**Selected gate families**

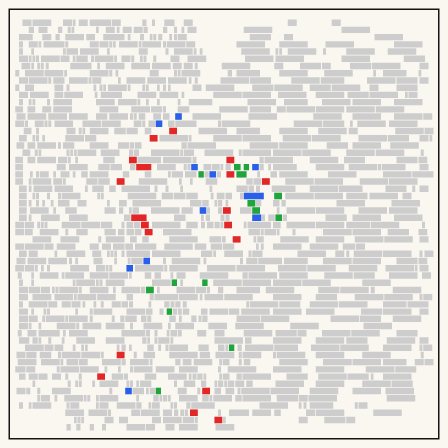
**Routing congestion map**

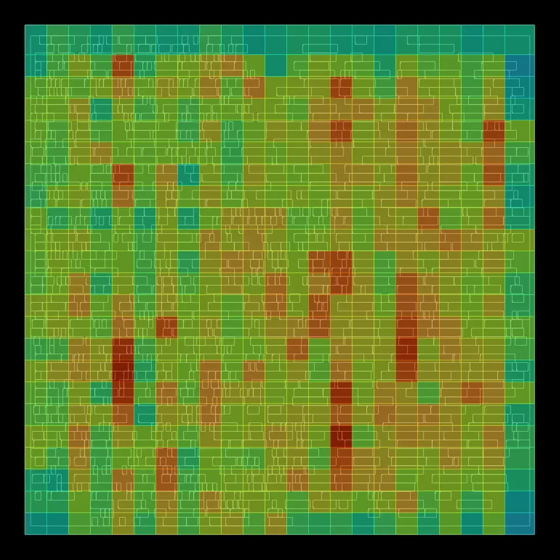
**Routed metal, one color a layer**

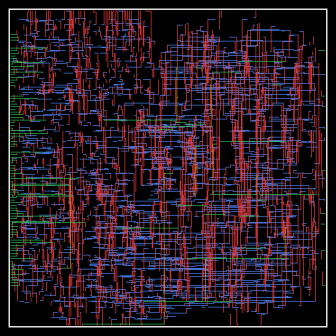
**The metal 2 layer**

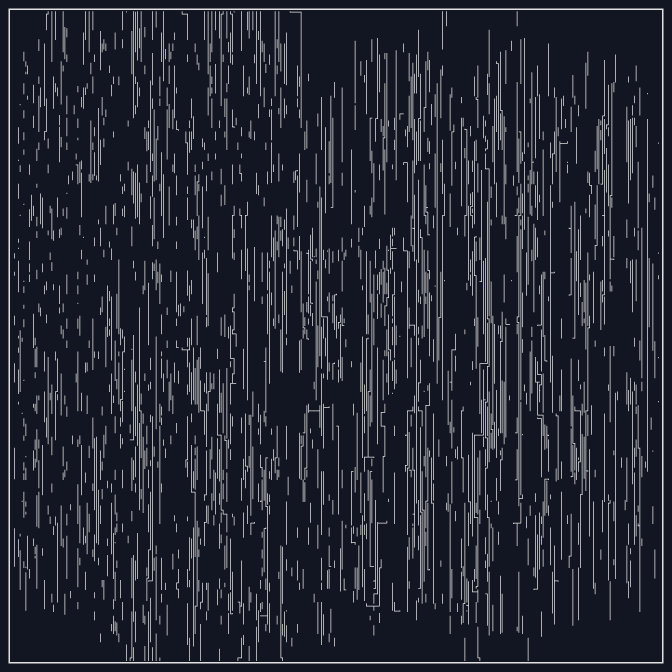
**Cell density map**

16 x 16 tiles, from white (low) to dark blue (high), 0 to 100% covered.
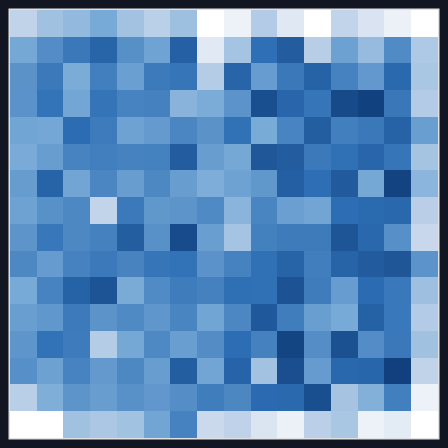
## src/rtl/tdc_multihit_core.sv

```systemverilog
// Multi-hit time-interval core: converts start/stop thermometer snapshots plus a
// coarse cycle count into tap-unit intervals, buffered in a FWFT output FIFO.
module tdc_multihit_core #(
  parameter int NUM_TAPS   = 64,
  parameter int COARSE_W   = 8,
  parameter int DIG_OUT    = 16,
  parameter int MAX_HITS   = 4,
  parameter int FIFO_DEPTH = 8,
  localparam int FINE_W    = $clog2(NUM_TAPS + 1),
  localparam int HIT_W     = (MAX_HITS > 1) ? $clog2(MAX_HITS) : 1
) (
  input  logic                iClk,
  input  logic                iRst,
  input  logic [NUM_TAPS-1:0] iStartTaps,
  input  logic                iStartValid,
  input  logic [NUM_TAPS-1:0] iStopTaps,
  input  logic                iStopValid,
  output logic [DIG_OUT-1:0]  oTDC,
  output logic [HIT_W-1:0]    oHitIdx,
  output logic                oOverflow,
  output logic                oValid,
  input  logic                iReady,
  output logic                oBusy,
  output logic                done,
  output logic                oDropped
);

  localparam int AW = $clog2(FIFO_DEPTH);
  localparam int CW = AW + 1;
  localparam int EW = DIG_OUT + HIT_W + 1;

  function automatic logic [FINE_W-1:0] popcount(input logic [NUM_TAPS-1:0] taps);
    logic [FINE_W-1:0] n;
    n = '0;
    for (int i = 0; i < NUM_TAPS; i++) n = n + FINE_W'(taps[i]);
    return n;
  endfunction

  function automatic logic [DIG_OUT-1:0] interval(input logic [COARSE_W-1:0] c,
                                                  input logic [FINE_W-1:0]   f_start,
                                                  input logic [FINE_W-1:0]   f_stop);
    return DIG_OUT'(c) * DIG_OUT'(NUM_TAPS) + DIG_OUT'(f_start) - DIG_OUT'(f_stop);
  endfunction

  typedef enum logic {IDLE = 1'b0, ARMED = 1'b1} state_t;

  state_t              state;
  logic [COARSE_W-1:0] cnt;
  logic [HIT_W-1:0]    hit;
  logic [FINE_W-1:0]   fs;
  logic                busy_r, done_r;
  logic                stop_acc, tmo, last_stop;

  assign stop_acc  = (state == ARMED) && iStopValid;
  assign tmo       = (state == ARMED) && !iStopValid && (cnt == '1);
  assign last_stop = stop_acc && ((hit == HIT_W'(MAX_HITS - 1)) || (cnt == '1));

  // cnt is loaded with 1 because it already ticks in the start cycle, so its
  // value in any armed cycle equals the number of cycles since the start.
  always_ff @(posedge iClk) begin
    if (iRst) begin
      state  <= IDLE;
      cnt    <= '0;
      hit    <= '0;
      busy_r <= 1'b0;
      done_r <= 1'b0;
    end else begin
      done_r <= 1'b0;
      case (state)
        IDLE: begin
          if (iStartValid) begin
            state  <= ARMED;
            cnt    <= COARSE_W'(1);
            hit    <= '0;
            busy_r <= 1'b1;
          end
        end
        ARMED: begin
          cnt <= cnt + 1'b1;
          if (stop_acc) hit <= hit + 1'b1;
          if (last_stop || tmo) begin
            state  <= IDLE;
            busy_r <= 1'b0;
            done_r <= 1'b1;
          end
        end
        default: state <= IDLE;
      endcase
    end
  end

  always_ff @(posedge iClk) begin
    if (state == IDLE && iStartValid) fs <= popcount(iStartTaps);
  end

  // Stage p0: stop fine code and its coarse/hit tags
  logic                vld_p0;
  logic [COARSE_W-1:0] c_p0;
  logic [FINE_W-1:0]   fp_p0;
  logic [HIT_W-1:0]    hit_p0;

  always_ff @(posedge iClk) begin
    if (iRst) vld_p0 <= 1'b0;
    else      vld_p0 <= stop_acc;
  end

  always_ff @(posedge iClk) begin
    if (stop_acc) begin
      c_p0   <= cnt;
      fp_p0  <= popcount(iStopTaps);
      hit_p0 <= hit;
    end
  end

  // Stage p1: interval or timeout word; a timeout colliding with a stop result waits one cycle
  logic               vld_p1, ovf_p1, tmo_pend;
  logic [DIG_OUT-1:0] res_p1;
  logic [HIT_W-1:0]   hit_p1, tmo_hit;

  always_ff @(posedge iClk) begin
    if (iRst) begin
      vld_p1   <= 1'b0;
      tmo_pend <= 1'b0;
    end else begin
      vld_p1   <= vld_p0 || tmo || tmo_pend;
      tmo_pend <= (tmo || tmo_pend) && vld_p0;
    end
  end

  always_ff @(posedge iClk) begin
    if (tmo) tmo_hit <= hit;
    if (vld_p0) begin
      res_p1 <= interval(c_p0, fs, fp_p0);
      hit_p1 <= hit_p0;
      ovf_p1 <= 1'b0;
    end else if (tmo || tmo_pend) begin
      res_p1 <= '1;
      hit_p1 <= tmo ? hit : tmo_hit;
      ovf_p1 <= 1'b1;
    end
  end

  // Output FIFO, first-word-fall-through
  logic [EW-1:0] mem [FIFO_DEPTH];
  logic [AW-1:0] wr_ptr, rd_ptr;
  logic [CW-1:0] count;
  logic          full, empty, pop, wr_ok, dropped_r;
  logic [EW-1:0] head;

  assign full  = (count == CW'(FIFO_DEPTH));
  assign empty = (count == '0);
  assign pop   = !empty && iReady;
  assign wr_ok = vld_p1 && (!full || pop);

  always_ff @(posedge iClk) begin
    if (iRst) begin
      wr_ptr    <= '0;
      rd_ptr    <= '0;
      count     <= '0;
      dropped_r <= 1'b0;
    end else begin
      if (wr_ok) wr_ptr <= wr_ptr + 1'b1;
      if (pop)   rd_ptr <= rd_ptr + 1'b1;
      count <= count + CW'(wr_ok) - CW'(pop);
      if (vld_p1 && !wr_ok) dropped_r <= 1'b1;
    end
  end

  always_ff @(posedge iClk) begin
    if (wr_ok) mem[wr_ptr] <= {ovf_p1, hit_p1, res_p1};
  end

  assign head      = mem[rd_ptr];
  assign oValid    = !empty;
  assign oTDC      = empty ? '0 : head[DIG_OUT-1:0];
  assign oHitIdx   = empty ? '0 : head[DIG_OUT +: HIT_W];
  assign oOverflow = !empty && head[EW-1];
  assign oBusy     = busy_r;
  assign done      = done_r;
  assign oDropped  = dropped_r;

endmodule

```

## config.mk

```make
export PLATFORM = sky130hd
export DESIGN_NAME = tdc_multihit_core
export DESIGN_NICKNAME = d
export VERILOG_FILES = /design/src/rtl/tdc_multihit_core.sv
export SDC_FILE = /design/constraint.sdc
export NUM_CORES = 1
export LEC_CHECK = 0
export CORE_MARGIN = 1.5
export CORE_UTILIZATION = 51
export DETAILED_ROUTE_END_ITERATION = 16
export HOLD_SLACK_MARGIN = 0.15
export PLACE_DENSITY_LB_ADDON = 0.1
export SLEW_MARGIN = 20
export SYNTH_ARGS = -nofsm -noshare
export SYNTH_HDL_FRONTEND = slang
export SYNTH_SLANG_ARGS = --single-unit
```

## constraint.sdc

```tcl
create_clock -name iClk -period 5.9 [get_ports iClk]
set_clock_uncertainty 0.1 [all_clocks]
set_input_delay 0.59 -clock iClk [delete_from_list [all_inputs] [get_ports iClk]]
set_output_delay 0.59 -clock iClk [all_outputs]
set_load 0.05 [all_outputs]
```

==> ci_impl_report.md <==
### Yosys + OpenROAD results

| Metric | Value |
|---|---|
| IO buf count | `155` |
| Commonest Layout Cell | `edfxtp_1` |
| Finished Cell Area | `~0.016 sq mm` |
| Clock Sinks | `227` |
| DP Area | `roughly 0.015 sq mm` |
| Critical Path End Type | `flop` |
| Mux area share | `between 8 and 9%` |
| Register share after synthesis | `~51%` |
| Number of max-cap violations | `0` |
| Final net count | `1,412` |
| Crit path launch | `iStartTaps[9]` |
| Asr flop ratio synth | `0%` |
| Clk root buf | `clkbuf_16` |
| HPWL after DPL | `between 15 and 20 mm` |
| Vias/cell | `about 5` |
| Dominant comb cell | `adder cells` |
| Vias in the first global route | `around 7,300` |
| Logic area | `approximately 0.0054 sq mm` |
| Via count | `just over 7,000` |
| Hold Path Origin | `oDropped` |
| Final setup vio count | `0` |
| Status | `completed` |
| Hold crit path type | `reg2reg` |
| Sequential cells | `between 200 and 250` |
| Sequential portion of the cell area | `a little over two fifths` |
| Antenna Violating Nets Remaining | `0` |
| Synth unique cells | `52` |
| Final Max Slew Viols | `0` |
| Tcrit/Tclk final | `99.84%` |
| Min Tclk post-route | `between 5 and 6 ns` |
| GPL Wtd Cong | `between 0.7 and 0.8` |
| Reg area | `0.006487 sq mm` |
| R2R depth | `11` |
| Yosys cell count | `roughly 920` |
| WL final | `between 20 and 25 mm` |
| Cts bufs inserted | `22` |
| FF-to-FF Start | `count[1]` |
| Non-clock buffers | `181` |
| Fin worst setup slack | `about 0.0095 ns` |
| Post-synthesis cell count | `approximately 920` |
| Gr usage total | `between 10% and 20%` |
| Non-clk invs | `approximately 230` |
| Hold Vio Cnt, Final | `0` |
| Die Y | `161.2 um` |
| Site Rows | `between 50 and 60` |
| Ys flops | `between 200 and 250` |
| Worst Setup Slack post-DPL | `-0.9326 ns` |
| Fillers | `around 1,900` |
| Worst EP arrival | `approximately 6.0 ns` |
| Regs by FF count | `mem x152, res_p1 x16` |
| FP Util | `about 52%` |
| CTS Buffer Depth | `3` |
| DR WL/cell | `between 15 and 20 um` |
| Combinational share of cell area | `a little over a third` |
| Die area | `between 0.02 and 0.03 sq mm` |
| Post-synth EDFFs | `194` |
| RSZ-0062 raised after global routing | `true` |
| H-tree levels | `1` |
| Adders+Majority by Area | `between 20% and 30%` |
| Synth Area in XOR/XNOR | `under 10%` |
| Non-clk buf share | `about a tenth` |
Notes on 'selected gate families' above:
Key: red = XOR/XNOR gates [cells 19]; green = AND and OR gates [cells 14, where middle]; blue = AND-OR and OR-AND gates [cells 11, where middle]

Notes on 'routing congestion map' above:
met3 Usage GRT: 3.184%
met2 global-route usage: 31.25%
GR peak layer: met2

Notes on 'routed metal, one color a layer' above:
Key: green = met3 [wire length 1,110 um]; blue = met1 [wire length 9,450 um]; red = met2 [wire length 11,300 um]; orange = met4 [wire length 273 um]

Notes on 'the metal 2 layer' above:
The layer holds 51% of the routed length. The longest straight run is 87.0 um. The wires run mostly vertical. The layer carries 11,300 um of wire. 1,182 nets have wire on it.

Notes on 'cell density map' above:
The fullest tile reaches 94%. 20% of the tiles are over 75% full. 2.3% of the tiles are nearly empty. The mean over all tiles is 58%.

## worst max-delay path by stage
stage,endpoint,cells after the start
2_1_floorplan,fs[6],19
3_3_place_gp,fs[6],20
3_5_place_dp,fs[6],20
4_1_cts,fs[6],18
5_1_grt,fs[6],20
6_report,fs[6],18
## cell usage after synthesis (3+ instances only)
cell type	number	area, sq um
and3_1	4	25.02
mux2_2	6	67.56
inv_1	225	844.6
nor2_1	51	191.4
buf_1	3	11.26
nand3_1	9	45.04
xor2_1	11	96.34
and4_1	3	26.28
o31ai_1	3	22.52
edfxtp_1	194	5826
clkbuf_1	10	37.54
mux2i_1	21	210.2
buf_2	4	20.02
fa_1	111	2222
nor2b_1	6	37.54
o21bai_1	3	22.52
nand2_1	26	97.59
ha_1	59	738.2
nor3_1	5	25.02
a211oi_1	5	37.54
o211ai_1	3	22.52
mux4_2	38	855.8
xnor2_1	8	70.07
dfxtp_1	33	660.6
nand2b_1	12	75.07
o21ai_0	7	35.03
a21o_1	7	52.55
a21oi_1	25	125.1
## metal layers
metal  track usage (%)  part of all wire (%)  up-vias  routed length (um)
met5                 0                     0        -                   0
met4             3.535                   1.2        0                 272
met3             3.184                   5.0       21                1108
met2             31.25                    51      155               11340
met1             23.03                    43     3546                9447
li1                  -                     -     3456                   -
## worst max-delay path, cell delays in order
cell	delay, ns
dlygate4sd2_1	0.21
inv_2	0.04
fa_1	0.55
fa_1	0.45
fa_1	0.50
fa_1	0.55
fa_1	0.44
fa_1	0.54
fa_1	0.45
fa_1	0.52
inv_2	0.05
ha_4	0.16
fa_2	0.38
a21o_1	0.20
a21oi_2	0.13
inv_1	0.06
a21oi_2	0.13
o21bai_1	0.07
## what timing repair did
item	4_1_cts	5_1_grt
cloned	0	0
setup buffers	1	1
gates resized	123	64
endpoints found under the setup margin	9	6
pin swaps	73	71
